$ cat src/rtl/serial_byte_rx.sv
// serial_byte_rx: reassembles an MSB-first serial bitstream into WIDTH-bit words,
// aligned by a frame marker, and presents them through a valid/ready holding
// register with a sticky overrun flag.
module serial_byte_rx #(
  parameter int unsigned WIDTH     = 8,
  parameter bit          REQ_FRAME = 1'b1
) (
  input  logic             clk,
  input  logic             rst_n,
  input  logic             sin,
  input  logic             sin_valid,
  input  logic             frame,
  output logic [WIDTH-1:0] dout,
  output logic             dout_valid,
  input  logic             dout_ready,
  output logic             overrun,
  input  logic             clr_ovr
);

  localparam int unsigned    CNT_W = $clog2(WIDTH);
  localparam logic [CNT_W-1:0] LAST  = CNT_W'(WIDTH - 1);

  typedef enum logic {
    HUNT = 1'b0,
    RECV = 1'b1
  } state_t;

  localparam state_t RST_STATE = REQ_FRAME ? HUNT : RECV;

  state_t           state, state_nxt;
  logic [WIDTH-1:0] shreg, shreg_nxt;
  logic [CNT_W-1:0] cnt, cnt_nxt;
  logic             done_c;
  logic [WIDTH-1:0] word_c;

  // State, shift register and bit counter registers
  always_ff @(posedge clk or negedge rst_n) begin
    if (!rst_n) begin
      state <= RST_STATE;
      shreg <= '0;
      cnt   <= '0;
    end else begin
      state <= state_nxt;
      shreg <= shreg_nxt;
      cnt   <= cnt_nxt;
    end
  end

  // Next-state: hunt for the frame marker, then shift bits in and flag word completion
  always_comb begin
    state_nxt = state;
    shreg_nxt = shreg;
    cnt_nxt   = cnt;
    done_c    = 1'b0;
    word_c    = {shreg[WIDTH-2:0], sin};
    unique case (state)
      HUNT: begin
        if (sin_valid && frame) begin
          shreg_nxt = {{(WIDTH-1){1'b0}}, sin};
          cnt_nxt   = CNT_W'(1);
          state_nxt = RECV;
        end
      end
      RECV: begin
        if (sin_valid) begin
          if (frame) begin
            // Realign: the partial word is discarded silently
            shreg_nxt = {{(WIDTH-1){1'b0}}, sin};
            cnt_nxt   = CNT_W'(1);
          end else if (cnt == LAST) begin
            done_c    = 1'b1;
            shreg_nxt = word_c;
            cnt_nxt   = '0;
          end else begin
            shreg_nxt = word_c;
            cnt_nxt   = cnt + CNT_W'(1);
          end
        end
      end
      default: state_nxt = RST_STATE;
    endcase
  end

  // Output holding register with valid/ready handshake and sticky overrun
  always_ff @(posedge clk or negedge rst_n) begin
    if (!rst_n) begin
      dout       <= '0;
      dout_valid <= 1'b0;
      overrun    <= 1'b0;
    end else begin
      if (done_c) begin
        if (!dout_valid || dout_ready) begin
          dout       <= word_c;
          dout_valid <= 1'b1;
        end
      end else if (dout_valid && dout_ready) begin
        dout_valid <= 1'b0;
      end
      // A new drop event takes priority over the clear request
      if (done_c && dout_valid && !dout_ready) begin
        overrun <= 1'b1;
      end else if (clr_ovr) begin
        overrun <= 1'b0;
      end
    end
  end

endmodule

$ cat config.mk
export PLATFORM = sky130hd
export DESIGN_NAME = serial_byte_rx
export DESIGN_NICKNAME = d
export VERILOG_FILES = /design/src/rtl/serial_byte_rx.sv
export SDC_FILE = /design/constraint.sdc
export NUM_CORES = 1
export LEC_CHECK = 0
export ABC_AREA = 1
export CORE_MARGIN = 2
export CORE_UTILIZATION = 30
export CTS_BUF_LIST = sky130_fd_sc_hd__clkbuf_4
export CTS_CLUSTER_SIZE = 14
export DETAILED_ROUTE_END_ITERATION = 8
export REMOVE_ABC_BUFFERS = 1
export SLEW_MARGIN = 5
export SYNTH_ARGS = -nofsm -noshare
export SYNTH_HDL_FRONTEND = slang
export SYNTH_SLANG_ARGS = --single-unit
$ cat constraint.sdc
create_clock -name clk -period 1.4 [get_ports clk]
set_clock_uncertainty 0.15 [all_clocks]
set_input_delay 0.35 -clock clk [delete_from_list [all_inputs] [get_ports clk]]
set_output_delay 0.35 -clock clk [all_outputs]
set_load 0.01 [all_outputs]
Figure 1. PDN straps and rails.
The bar under the picture is 20 um long. Pins as bars on the die edge.
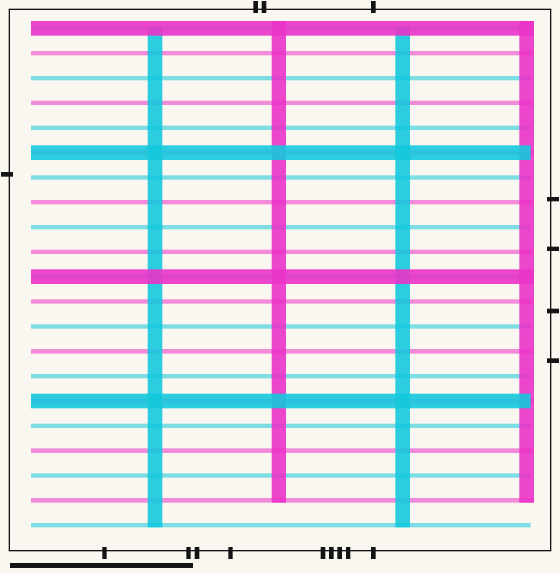
- cyan: VSS
- magenta: VDD
- rows: 20
- met1 rails: 21
- met4 straps: 4
- signal pins: 17
- met5 straps: 4
VDD IR-drop max: 0.4368 mV
Placeable Area: 2978 sq um
die outline height: 59.14 um

Figure 2. The metal 2 layer.
The bar under the picture is 20 um long.
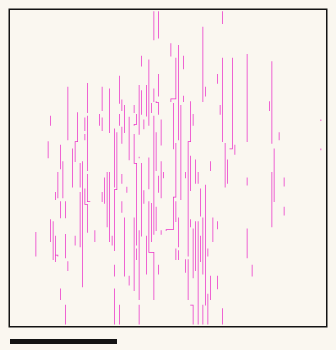
- share of all routed wire: 50%
- longest straight run: 23.5 um
- wire length on this layer: 914 um
vias after detailed routing: 739
aggregate routed wire length: 1825 um

Figure 3. Clock routing.
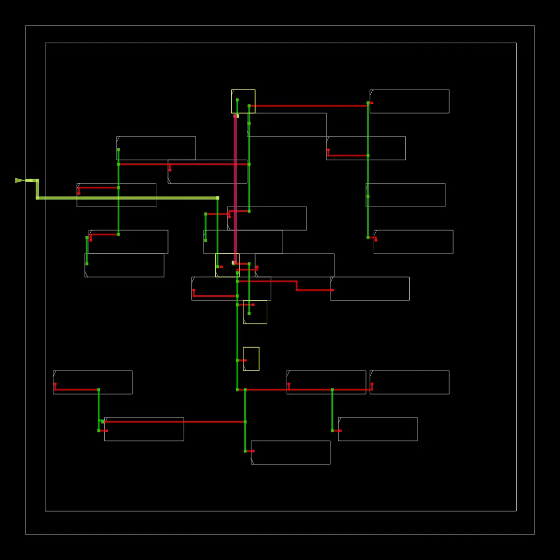
number of buffers inserted during clock tree synthesis: 3
total number of clock tree sinks: 21
Clk power: 0.000299 W
flop count: 21

==> notes.md <==
The flow completed. The flow ran to the end, and the final reports show no timing, DRC or antenna violations. DRC violations left landed at 0. Diode insertion count for antenna repair landed at 0. The layout stage reports a final design area of approximately 1200 sq um. Nets still carrying antenna violations after routing amount to 0. Per STA, the endpoint of the critical path is dout[2]$_DFFE_PN0P_. Per the cell usage report, the commonest logic cell in the layout is sky130_fd_sc_hd__nand2_1. Looking at the max-slew report, the worst-margin pin has a slew of between 0.15 and 0.2 ns.

Cell leakage power landed at between 0.6 and 0.7 nW. Total power density per cell area landed at between 900 and 1000 nW/um^2. STA lists the startpoint of the worst register-to-register path as cnt[0]$_DFFE_PN0P_.

Maximum count of clock buffers along a single path landed at 2. After synthesis, the cell types taking the most area are sky130_fd_sc_hd__dfrtp_1 (58%), sky130_fd_sc_hd__nand2_1 (16%), sky130_fd_sc_hd__nand3_1 (8.2%), sky130_fd_sc_hd__ha_1 (2.7%), sky130_fd_sc_hd__nor2_8 (2.2%). The end-of-flow timing check tallies setup violations at 0.

The placed instances occupy a cell area of around 1200 sq um. The report shows a maximum critical-path fanout of 8. Number of OpenROAD warnings landed at 27. Entering global routing, the biggest net connects 22 pins. Wire length of the first global-routing pass landed at 3422 um. Number of standard-cell rows in the floorplan landed at 20. The critical path is of the flip-flop to flip-flop type.

Number of max-capacitance violations reported landed at 0. Final setup TNS landed at 0 ns. Setup repair after global routing could not meet its margin everywhere. Share of total power in the clock network landed at about a quarter. Max-slew violation count landed at 0. Initial antenna violation count landed at 0. All-layer global routing usage landed at 12.83%. Post-synthesis cell type count landed at 17.

17 I/O pins were placed. The worst setup path is launched from a flip-flop. Number of warnings reported in the yosys synthesis log landed at 0. Of all cell types, the one taking the most synthesized area is sky130_fd_sc_hd__dfrtp_1.

Final layout net count landed at 143. Of the total power, combinational logic draws between 10% and 20%. Looking at the clock tree report, the H-tree level count equals 1. Static timing analysis puts the maximum clock frequency at between 700 and 800 MHz.

In this run, placement finished with an instance count of approximately 160. Looking at the reg2reg group, the worst path ends at dout[2]$_DFFE_PN0P_. Once iteration 0 of detailed routing completed, the report listed 8 DRC markers.

Of the post-synthesis cell area, the part taken by muxes is 0%. Final count of hold timing violations landed at 0. In the placement report, post-DP HPWL is listed as approximately 1400 um. Routed length on met2 landed at 914 um.

Fraction of the core area occupied by cells at floorplan landed at 30.63%. The timing report gives the clock slew at the launch and capture registers of the worst setup and hold paths as around 0.12 ns. After detailed routing, the met3 layer carries 39 um of wire.

Worst hold margin landed at 0.2140 ns. TritonCTS built the clock tree. The most critical min-delay path falls under input port to asynchronous set/reset pin. Total power landed at 0.001130 W. For reference, the critical path is launched at cnt[0]$_DFFE_PN0P_. Ranking logic cells in the layout by count gives the top entries sky130_fd_sc_hd__nand2_1 (38), sky130_fd_sc_hd__dfrtp_1 (21), sky130_fd_sc_hd__nand3_1 (15). For the combinational group, total power comes out at ~0.00017 W. In this run the most used layer during global routing was met2. The setup check on the worst reg-to-reg path leaves a slack of around 0.019 ns.

The global routing report lists met3 layer usage as 1.965%. Final non-filler cell total landed at 166. According to the Yosys statistics, the synthesized design has a chip area of ~910 sq um.

Minimum setup slack in the final design landed at around 0.019 ns. Power dissipated by switching net loads landed at roughly 0.0003 W. STA classifies the critical path endpoint as a flip-flop. Post-synthesis register bit count landed at 21. Cell internal power was estimated by the tool at just over 0.0008 W. met1 track demand over resource after global routing is between 10% and 20%. Length of the first detailed-routing pass in iterations landed at 4. Synthesized-area fraction occupied by adder cells landed at under 10%. Switching part of the total landed at around a quarter. After technology mapping, the gate count stands at between 90 and 100.

In the Yosys report, the sequential cells make up 57.61% of the chip area. Endpoint required time on the critical path landed at between 1 and 1.5 ns. The synthesized netlist devotes 0% of its cell area to XOR and XNOR gates. A synthesized cell averages approximately 9 sq um. Final estimated routing congestion in global placement landed at about 0.73. Reported sequential group power landed at 0.000659 W. In the final routing, the length of wire on met1 measures 855 um. Via count of the first global-routing pass landed at ~800. The total overflow left after global routing is 0.

The chip occupies ~3500 sq um.
-- synth_stat cells --
library cell	number
sky130_fd_sc_hd__nand3_4	1
sky130_fd_sc_hd__inv_6	1
sky130_fd_sc_hd__buf_2	1
sky130_fd_sc_hd__ha_1	2
sky130_fd_sc_hd__nor2_8	1
sky130_fd_sc_hd__nand2_4	1
sky130_fd_sc_hd__inv_1	5
sky130_fd_sc_hd__nor2_2	1
sky130_fd_sc_hd__inv_2	2
sky130_fd_sc_hd__o21bai_1	1
sky130_fd_sc_hd__nor2_1	5
sky130_fd_sc_hd__dfrtp_1	21
sky130_fd_sc_hd__nand3_1	15
sky130_fd_sc_hd__o21ai_0	1
sky130_fd_sc_hd__o21ai_1	1
sky130_fd_sc_hd__nand2_2	2
sky130_fd_sc_hd__nand2_1	38
-- cell type report --
class	instances	area, sq um
inverters	8	35.03
fillers	316	1744
clock inverters	1	5.005
flip-flops and latches	21	525.5
well taps	33	41.29
multi-input cells	69	369.1
repair buffers	31	235.2
clock buffers	3	22.52
-- state kept, by name, indices dropped and copies added (netlist names) --
signal and count:
dout 8, overrun 1, shreg 7, dout_valid 1, cnt 3, state 1
-- critical path: stages, from the launching register on --
cell	delay, ns
sky130_fd_sc_hd__dfrtp_1	0.37
sky130_fd_sc_hd__ha_2	0.19
sky130_fd_sc_hd__ha_4	0.14
sky130_fd_sc_hd__inv_2	0.04
sky130_fd_sc_hd__nor2_4	0.12
sky130_fd_sc_hd__nand3_4	0.12
sky130_fd_sc_hd__nand2_1	0.09
sky130_fd_sc_hd__nand2_1	0.05
-- timing repair --
action	CTS	global route
setup buffers	6	0
cloned	0	0
resized	45	1
hold buffers	0	0
setup endpoints to repair	18	10
pin swaps	3	1
Power and IR drop assume default switching activity.
